Figure 1. Signal wires on met3.
The bar under the picture is 20 um long.
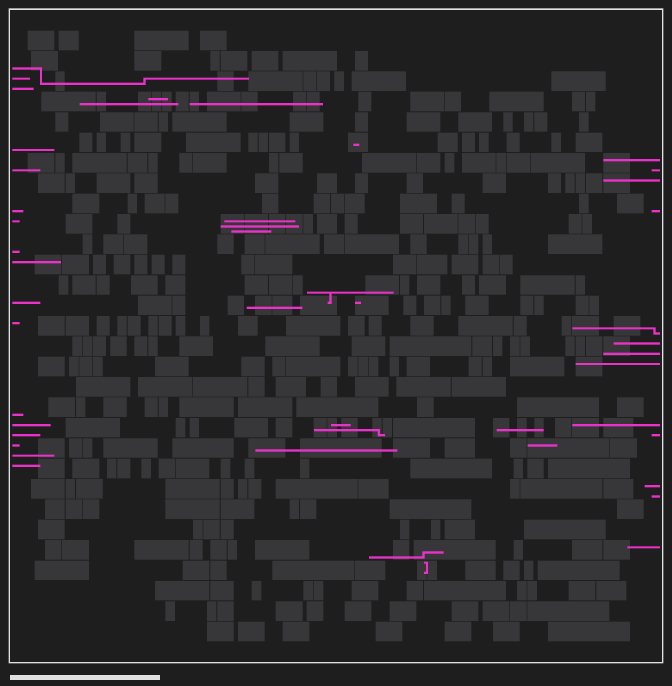
Figure 2. Clock network drawn from the DEF.
The bar under the picture is 20 um long.
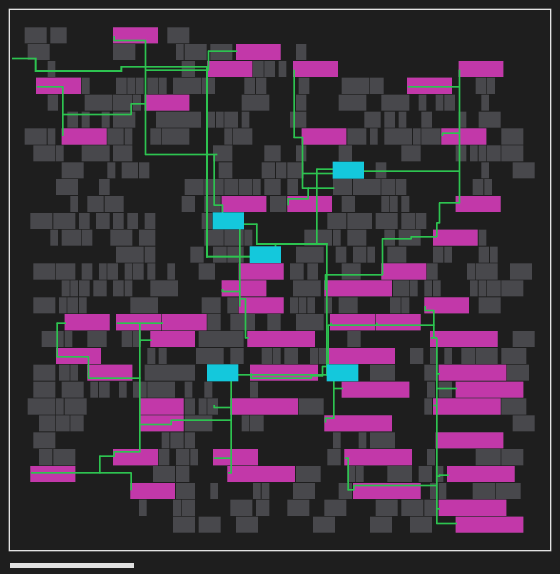
Figure 3. Signal wires by layer.
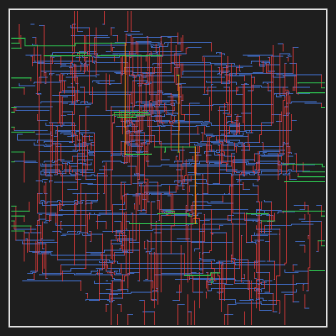
Figure 4. Congestion heat map.
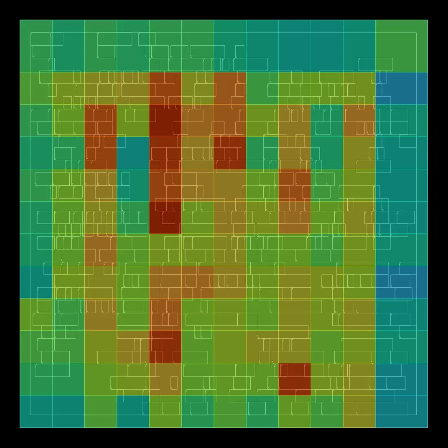
Figure 5. Met2 routing.
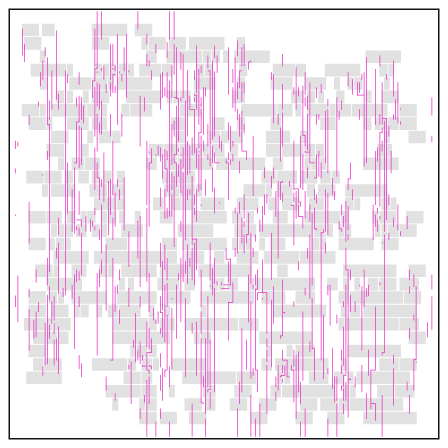
## config.mk

```make
export PLATFORM = sky130hd
export DESIGN_NAME = result_reader
export DESIGN_NICKNAME = d
export VERILOG_FILES = /design/src/rtl/result_reader_pkg.sv /design/src/rtl/result_reader_fifo.sv /design/src/rtl/result_reader.sv
export SDC_FILE = /design/constraint.sdc
export NUM_CORES = 1
export LEC_CHECK = 0
export CAP_MARGIN = 40
export CELL_PAD_IN_SITES_DETAIL_PLACEMENT = 0
export CELL_PAD_IN_SITES_GLOBAL_PLACEMENT = 1
export CORE_MARGIN = 2
export CORE_UTILIZATION = 43
export DETAILED_ROUTE_END_ITERATION = 6
export GPL_ROUTABILITY_DRIVEN = 0
export PLACE_DENSITY_LB_ADDON = 0.1
export REMOVE_ABC_BUFFERS = 1
export SYNTH_ARGS = -nofsm -noshare
export SYNTH_HDL_FRONTEND = slang
export SYNTH_HIERARCHICAL = 1
export SYNTH_SLANG_ARGS = --single-unit
```

## constraint.sdc

```tcl
create_clock -name clk -period 12 [get_ports clk]
set_input_delay 3.6 -clock clk [delete_from_list [all_inputs] [get_ports clk]]
set_output_delay 3.6 -clock clk [all_outputs]
set_load 0.02 [all_outputs]
```

## src/rtl/result_reader_pkg.sv

```systemverilog
// Shared definitions for the result buffer drain path: FSM encoding and
// the default address/data widths used by the accelerator result memory.
package result_reader_pkg;

    localparam int RR_DATA_WIDTH = 8;
    localparam int RR_ADDR_WIDTH = 8;

    // Drain controller states.
    typedef enum logic [1:0] {
        ST_IDLE   = 2'd0,
        ST_DRAIN  = 2'd1,
        ST_FINISH = 2'd2
    } rr_state_t;

endpackage

```

## src/rtl/result_reader_fifo.sv

```systemverilog
// Two-entry synchronous FIFO that absorbs returning read data so that the
// host can stall without losing words. Flush clears pointers and storage.
module result_fifo #(
    parameter int W = 9
) (
    input  logic         i_clk,
    input  logic         i_flush,
    input  logic         i_push,
    input  logic [W-1:0] i_data,
    input  logic         i_pop,
    output logic [W-1:0] o_head,
    output logic [1:0]   o_occ,
    output logic         o_empty
);

    logic [W-1:0] r_mem [2];
    logic         r_wr_ptr;
    logic         r_rd_ptr;
    logic [1:0]   r_occ;

    // Storage, pointers and occupancy; push and pop may happen together.
    always_ff @(posedge i_clk) begin
        if (i_flush) begin
            r_mem[0] <= '0;
            r_mem[1] <= '0;
            r_wr_ptr <= 1'b0;
            r_rd_ptr <= 1'b0;
            r_occ    <= 2'd0;
        end else begin
            if (i_push) begin
                r_mem[r_wr_ptr] <= i_data;
                r_wr_ptr        <= ~r_wr_ptr;
            end
            if (i_pop) begin
                r_rd_ptr <= ~r_rd_ptr;
            end
            r_occ <= r_occ + {1'b0, i_push} - {1'b0, i_pop};
        end
    end

    assign o_head  = r_mem[r_rd_ptr];
    assign o_occ   = r_occ;
    assign o_empty = (r_occ == 2'd0);

endmodule

```

## src/rtl/result_reader.sv

```systemverilog
// Drains the accelerator result buffer after a run completes: detects the
// rising edge of finished, reads result_word_count words starting at
// result_base_address and streams them to the host.
//
// Output handshake: a word transfers in any cycle where out_valid and
// out_ready are both high. out_valid comes straight from FIFO occupancy and
// never looks at out_ready; once raised, out_valid/out_data/out_last hold
// until the transfer happens.
module result_reader
    import result_reader_pkg::*;
#(
    parameter int DATA_WIDTH = RR_DATA_WIDTH,
    parameter int ADDR_WIDTH = RR_ADDR_WIDTH
) (
    input  logic                  clk,
    input  logic                  reset,
    input  logic                  finished,
    input  logic [ADDR_WIDTH-1:0] result_base_address,
    input  logic [ADDR_WIDTH-1:0] result_word_count,
    output logic                  mem_rd_en,
    output logic [ADDR_WIDTH-1:0] mem_addr,
    input  logic [DATA_WIDTH-1:0] mem_data,
    output logic                  out_valid,
    input  logic                  out_ready,
    output logic [DATA_WIDTH-1:0] out_data,
    output logic                  out_last,
    output logic                  busy,
    output logic                  done
);

    rr_state_t             r_state;
    rr_state_t             w_state_next;
    logic                  r_finished_q;
    logic [ADDR_WIDTH-1:0] r_base;
    logic [ADDR_WIDTH-1:0] r_count;
    logic [ADDR_WIDTH-1:0] r_issued;
    logic                  r_inflight;
    logic                  r_inflight_last;

    logic                  w_trigger;
    logic                  w_issue;
    logic                  w_issue_last;
    logic                  w_pop;
    logic [2:0]            w_used;
    logic [1:0]            w_occ;
    logic                  w_empty;
    logic [DATA_WIDTH:0]   w_head;
    logic                  w_head_last;

    // Only a fresh rising edge seen while idle starts a drain.
    assign w_trigger = (r_state == ST_IDLE) && finished && !r_finished_q;

    assign w_pop       = !w_empty && out_ready;
    assign w_head_last = w_head[DATA_WIDTH];

    // Credits: words already buffered plus the one in flight, minus the one
    // leaving this cycle, must leave room in the 2-entry FIFO.
    assign w_used       = {1'b0, w_occ} + {2'b00, r_inflight} - {2'b00, w_pop};
    assign w_issue      = (r_state == ST_DRAIN) && (r_issued < r_count) && (w_used < 3'd2);
    assign w_issue_last = (r_issued == (r_count - ADDR_WIDTH'(1)));

    // State register, edge-detect history, drain bookkeeping and the
    // in-flight read tag that lines up with mem_data one cycle later.
    always_ff @(posedge clk) begin
        if (reset) begin
            r_state         <= ST_IDLE;
            r_finished_q    <= 1'b0;
            r_base          <= '0;
            r_count         <= '0;
            r_issued        <= '0;
            r_inflight      <= 1'b0;
            r_inflight_last <= 1'b0;
        end else begin
            r_state         <= w_state_next;
            r_finished_q    <= finished;
            r_inflight      <= w_issue;
            r_inflight_last <= w_issue && w_issue_last;
            if (w_trigger) begin
                r_base   <= result_base_address;
                r_count  <= result_word_count;
                r_issued <= '0;
            end else if (w_issue) begin
                r_issued <= r_issued + ADDR_WIDTH'(1);
            end
        end
    end

    // Next-state: leave DRAIN when the final word is accepted by the host.
    always_comb begin
        w_state_next = r_state;
        unique case (r_state)
            ST_IDLE: begin
                if (w_trigger) begin
                    w_state_next = (result_word_count == '0) ? ST_FINISH : ST_DRAIN;
                end
            end
            ST_DRAIN: begin
                if (w_pop && w_head_last) begin
                    w_state_next = ST_FINISH;
                end
            end
            ST_FINISH: w_state_next = ST_IDLE;
            default:   w_state_next = ST_IDLE;
        endcase
    end

    result_fifo #(
        .W (DATA_WIDTH + 1)
    ) u_fifo (
        .i_clk   (clk),
        .i_flush (reset),
        .i_push  (r_inflight),
        .i_data  ({r_inflight_last, mem_data}),
        .i_pop   (w_pop),
        .o_head  (w_head),
        .o_occ   (w_occ),
        .o_empty (w_empty)
    );

    assign mem_rd_en = w_issue;
    assign mem_addr  = w_issue ? (r_base + r_issued) : '0;
    assign out_valid = !w_empty;
    assign out_data  = w_head[DATA_WIDTH-1:0];
    assign out_last  = !w_empty && w_head_last;
    assign busy      = (r_state != ST_IDLE);
    assign done      = (r_state == ST_FINISH);

endmodule

```

==> results_dict.tcl <==
# flow metrics
set metrics [dict create \
    critical_path_class "in2out" \
    n_clock_buffer 5 \
    stdcell_count 459 \
    hold_start "r_base[0]$_SDFFE_PP0P_" \
    pin_count 49 \
    ys.flop_type "dfxtp_1" \
    power.density_nw_per_um2 137 \
    cts_made_buffers 5 \
    n_antenna_cell 0 \
    root_buffer "clkbuf_8" \
    setup_violations 0 \
    clk_share 0.0254 \
    signal_buffers 50 \
    reg2reg_to "r_issued[7]$_SDFFE_PP0P_" \
    sh_comb_area 0.452 \
    dpl-instance-area_um2 3500 \
    synth-xor-area-share 0.0519 \
    ys_area_um2 2960 \
    synth-edff-count 18 \
    crit_cells 10 \
    drc_errors 0 \
    max_cap_viol_count 0 \
    top_cell "nand2_1" \
    cts.htree.levels 2 \
    p_int_uw 323 \
    cp.required_ns 8.40 \
    lay_top_cells "clkdlybuf4s50_1 (48), nand2_1 (42), nor2_1 (38)" \
    seq_power_uw 215 \
    finalWorstSetupSlack_ns 0.918 \
    wl_met2_um 3060 \
    grt_pass1_vias 2396 \
    cts_resized 0 \
    final.setup.tns_ns 0 \
    ys.flops 52 \
    crit_buf_inv 2 \
    wl_met1_um 3130 \
    maxSlewViolCount 0 \
    fin_area_um2 3600 \
    top_cells_by_count "nand2_1 (42), nor2_1 (38), a21oi_1 (34), dfxtp_1 (34), ha_1 (20)" \
    cts_buffer_depth 2 \
    place_inst 451 \
    use_met1 0.240 \
    core-area_um2 6720 \
    grt_antenna_before_repair 0 \
    die_area_um2 7570 \
    path_cells "clkdlybuf4s50_1, nor2b_1, ha_1, nand2b_1, fa_1, nand4bb_1, nor3_1, nand2_1, nor4b_1, clkdlybuf4s50_1" \
    largest_register_ff_count 18 \
    highest_layer "met4" \
    yosysTopAreaCell "dfxtp_1" \
    detail-route-antenna-nets 0 \
    layout.nets 428 \
    synth_area_um2 2960 \
    grt_pass1_wl_um 11100 \
    seq_area_frac 0.340 \
    flop-count 52 \
    max_stage_delay_ns 0.65 \
    slew_headroom 0.485 \
    vdd_drop_max_mv 0.0657 \
    crit_path_end "mem_addr[7]" \
    cts_sinks 52 \
    ys_sh_adder 0.0979 \
    outcome "completed" \
    area_growth_pct 21.3 \
    flop_area_um2 1220 \
    comb-power_uw 173 \
    ys_cells 332 \
    final_common_cell "clkdlybuf4s50_1" \
    met3WireLength_um 280 \
    row_count 30 \
    postCtsSetupBuffers 0 \
    comb_area_um2 1620 \
    die_h_um 87.0 \
    startpoint_type "input pin" \
    cts_hold_buffers 0 \
    largest_register "u_fifo/r_mem" \
    hold_viol_final 0 \
    dp.final_hpwl_um 4660 \
    clkSlewWorstSetupHoldPaths_ns 0.10 \
    drt_iter0_drc 95 \
    routed_via_density 5.43 \
    synth_top_area_share 0.230 \
    taps 80 \
    dr.pass1.iters 4 \
    reg2reg_slack_ns 8.65 \
    layout_worst_path_cycle_share 0.924 \
    yosys.stat.seqShare 0.412 \
    crit_start "out_ready" \
    totalPowerFinal_uw 491 \
    max_freq_mhz 90.2 \
    yosys_warnings 6 \
    crit_path_end_kind "primary output" \
    worstHoldEndpoint "r_base[0]$_SDFFE_PP0P_" \
    worst-r2r-cell-count 9 \
    avgSynthCellArea_um2 8.93 \
    drive_gt1_frac 0.0660 \
    fill_cells 637 \
    ys_sh_simple 0.239 \
    hold_ws_ns 0.464 \
    rr_startpoint "u_fifo/o_occ[1]$_SDFF_PP0_" \
    warnings 25 \
    grt-ovfl-total 0 \
    die_x_um 87.0 \
    rsz0062_at_grt "false" \
    cp_max_fo 11 \
    yosysUniqueCellTypes 45 \
    cts_tree "done" \
    logic_family "simple AND/OR/NAND/NOR gates" \
    ys_sh_aoi 0.122 \
    top_power_group "sequential cells" \
    nonClkBufAreaFrac 0.138 \
    fp_util 0.441 \
    portBuffers 48 \
    inv_count 17 \
    top_cells_by_area "dfxtp_1 (23%), edfxtp_1 (18%), ha_1 (8.4%)" \
    grt_max_degree 40 \
]
About Figure 1:
The layer holds 4.3% of the routed length. 41 nets have wire on it. The layer carries 280 um of wire. The longest straight run is 18.6 um. The wires run mostly horizontal.
met3 Resource Use GR: 0.0398
drt total wl: 6540 um
routed vias: 2492

About Figure 2:
Green marks clock wires, length 639 um. Cyan marks clock drivers, count 5. Magenta marks flip-flops, count 52.
There are 6 routed clock nets. Position of the flops: spread over the die.
clk latency late pin: 0.31 ns
Worst Skew: 0.00421 ns
clock network power: 103 uW
Clk pwr share: 0.209

About Figure 3:
Green marks metal 3, wire length 280 um. Blue marks metal 1, wire length 3130 um. Orange marks metal 4, wire length 72.8 um. Red marks metal 2, wire length 3060 um.
WL per Instance: 14.3 um
GRT Util Overall: 0.184

About Figure 4:
final core utilization: 0.535
busiest grt layer: met2
met2 usage: 0.307

About Figure 5:
The layer holds 47% of the routed length. 346 nets have wire on it.

Power is estimated from default activity; no workload was simulated.
